Design lsu_mem_ctrl, sky130hd; sources not shown.
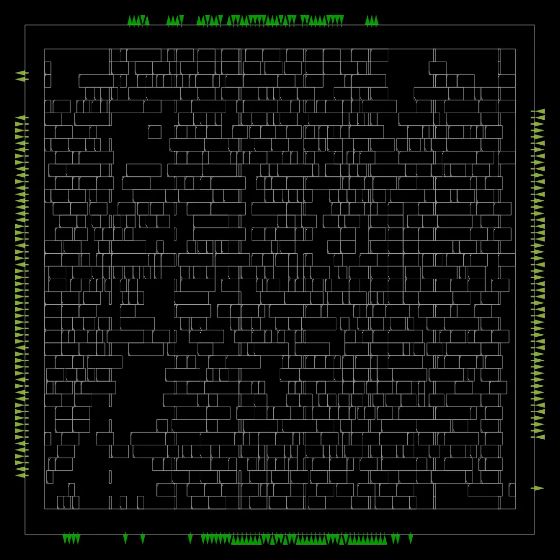
placed.png
Util after Layout: 66.4%
std cell rows: 36
count of flip-flops and latches: 82
fill cell total of the finished layout: 842
sequential share of cell area: 25.2%

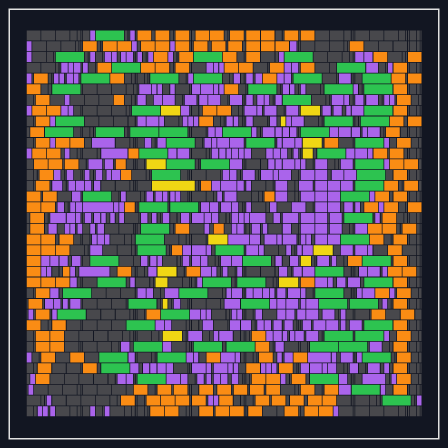
class_map.png
Fill, decap, tap and diode cells in grey.
| class | colour | cells | share of their area |
|---|---|---|---|
| remaining logic cells | purple | 443 | 41% |
| clock drivers and dummy loads | yellow | 15 | 2.9% |
| registers | green | 82 | 26% |
| remaining buffers and delay cells | orange | 193 | 30% |
Finished Cell Area: 6520 sq um
total core area: 9820 sq um

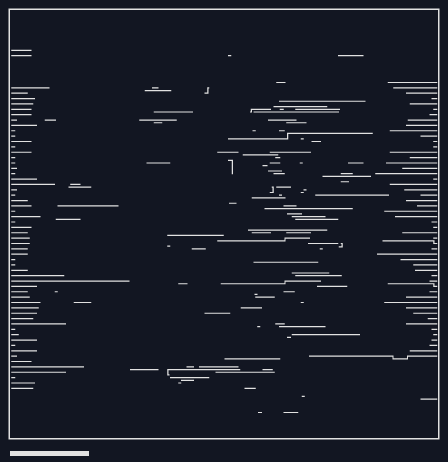
m3.png
Bar = 20 um.
main direction: horizontal
nets with wire on the layer: 171
longest straight run: 29.7 um
vias post-DR: 4956
GR Layer Usage met3: 4.72%
final routed wirelength across all metal layers: 15300 um

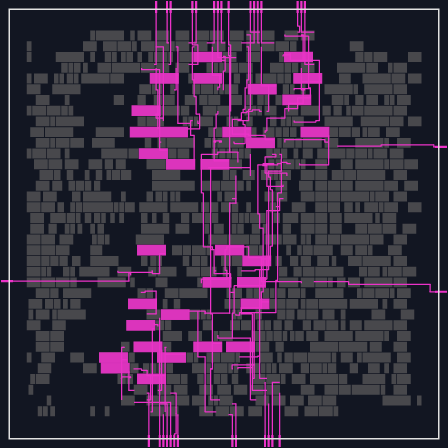
port_trees.png
| port | colour | bits | direction | edge | end cells | buffers | wire |
|---|---|---|---|---|---|---|---|
| `ram_wdata` | magenta | 32 | output | 16 north, 13 south, 2 east, 1 west | 32 | 32 | 1630 um |
Buffers on Ports: 184
boundary pin count: 209

==> CHANGELOG.md <==
### Changed

- Clock tree root driver cell: clkbuf_8
- Highest-count logic cell in the final layout: clkdlybuf4s50_1
- Number of DRC violations after detailed-routing iteration 0: 340
- Setup-failing EPs final: 0
- Total clock buffers created by CTS: 9
- Post-route non-filler standard cell count: between 800 and 900
- Worst-path maximum fanout: 10
- Die Area: 11800 sq um
- Total Power: 2370 uW
- Top non-seq family: AND-OR/OR-AND gates
- Later-pin clock latency in the skew report: 0.35 ns
- Detailed placer's ending HPWL: about 12000 um
- Maximum number of pins on one net before global-route repair: 83
- Cells after synthesis: 584
- H-tree Lvls: 3
- Number of inserted diodes: 0
- Via density: 5.72
- Number of enable flip-flop cells: 0
- Non-clock inverter total of the final layout: 36
- Number of cells traversed by the worst register-to-register path: 5
- Synthesized area: about 4600 sq um
- Status: finished, final reports clean
- Clock Pin Slew Worst Setup and Hold Paths: 0.08 ns
- Transition at the pin with the smallest max-transition slack: 0.838 ns
- Xor and xnor area share after synthesis: 0%
- Data required time at the worst endpoint: 2.92 ns
- GRT Resource Usage Total: 25.0%
- Nonclk buf count: 193
- Slowest stage cell, crit path: clkdlybuf4s50_1
- Critical path launch point type: register
- Number of multi-input combinational cells: 407
- Minimum setup slack among reg-to-reg paths: just over 0.8 ns
- Max-capacitance violation count: 0
- Adder share: 0%
- Max frequency: 0.403 GHz
- Number of cells in the design after placement: 851
- Max-slew headroom: 44.2%
- RSZ-0062 raised after global routing: false
- WL/cell: 17.7 um
- Sinks on Clock Net: just over 80
- Post-synthesis async set-or-reset flop share: 0%
- Portion of the post-synthesis area used by sequential elements: about 35%
- Final hold slack: 0.458 ns
- Chip Height: 108 um
- Clock tree from TritonCTS: built
- Avg Cell Area, Syn: 7.95 sq um
- Tcrit/Tclk final: 76.4%
- Number of iterations in the first detailed-routing pass: 6
- Total number of tap cells: about 130
- Final critical path time including I/O delays and setup: 2.48 ns
- Yosys cell count: 584
- Worst slack at placement: ~0.84 ns
- Tool Warnings: 26
- Number of pins exceeding their max-slew limit in the final report: 0
- Final number of hold-violating endpoints: 0
- Global route overflow: 0
- Leakage power summed over all cells: 0.00224 uW
- Area growth from synthesis to layout: 40.3%
- Area occupied by multi-input gates: 2480 sq um
- Path type of the worst setup path: register to output port
- Placed Instance Area: 6330 sq um
- And-or/or-and share of the synthesized area: 29.9%
- Area figure in the yosys stat output: 4640 sq um
- Area leader, netlist: dfxtp_1
- Number of cells on the worst hold path: 2
- Cell variety after synth: slightly below 50
- Dominant logic cell types in the final layout: 183 x clkdlybuf4s50_1, 82 x dfxtp_1, 67 x nand2_1
- Flops & latches, synth: 82
- Cells traversed along the worst timing path: inv_1 -> nor3_1 -> clkdlybuf4s50_1
- Clock network share of area: 2.84%
- Dominant cell by count in the synthesized netlist: dfxtp_1
- Share of the synthesized area in the top cell type: 35.4%
- Final Skew: approximately 0.016 ns
- Most instantiated flip-flop cell in the synthesis netlist: dfxtp_1
- P per Cell Area: roughly 360 nW/um^2
- Top post-synthesis cells by count: 82 x dfxtp_1, 67 x nand2_1, 38 x nor2_1, 38 x o21ai_0, 36 x inv_1
- Category of cells accounting for the largest share of critical-path delay: buffers and inverters
- Largest contributor to cell area by class: logic gates
- Number of antenna violations at the first check in global routing: 0
- Mux share of post-synthesis cell area: between 2 and 2.5%
- Cell count along the critical path: 3
- First-pass GRT wire length: approximately 23000 um
power breakdown:
part	internal (uW)	switching, uW
Clock	353	365
Sequential	1040	47.9
Combinational	270	292
Total	1670	704
routing by layer:
layer	vias up	wire, um	track usage, %
met4	0	488	11.0
met3	47	1290	4.72
met2	274	7410	42.3
met5	-	0	0
met1	2289	6120	30.9
li1	2346	-	-
kinds of logic (layout without fill, tap and decap cells):
| family | Yosys count | in the layout |
|---|---|---|
| AOI/OAI and AO/OA | 194 | 194 |
| and+or+nand+nor | 179 | 179 |
| other | 1 | 24 |
| buffers and inverters | 118 | 244 |
| muxes | 10 | 10 |
| DFF | 82 | 82 |
tightest hold or removal path: stages, from the launching register on:
cell and delay, ns:
dfxtp_1 0.32, nand2_1 0.05, a21oi_1 0.05
Power figures rest on the tool's default switching activity, not on a simulated workload.
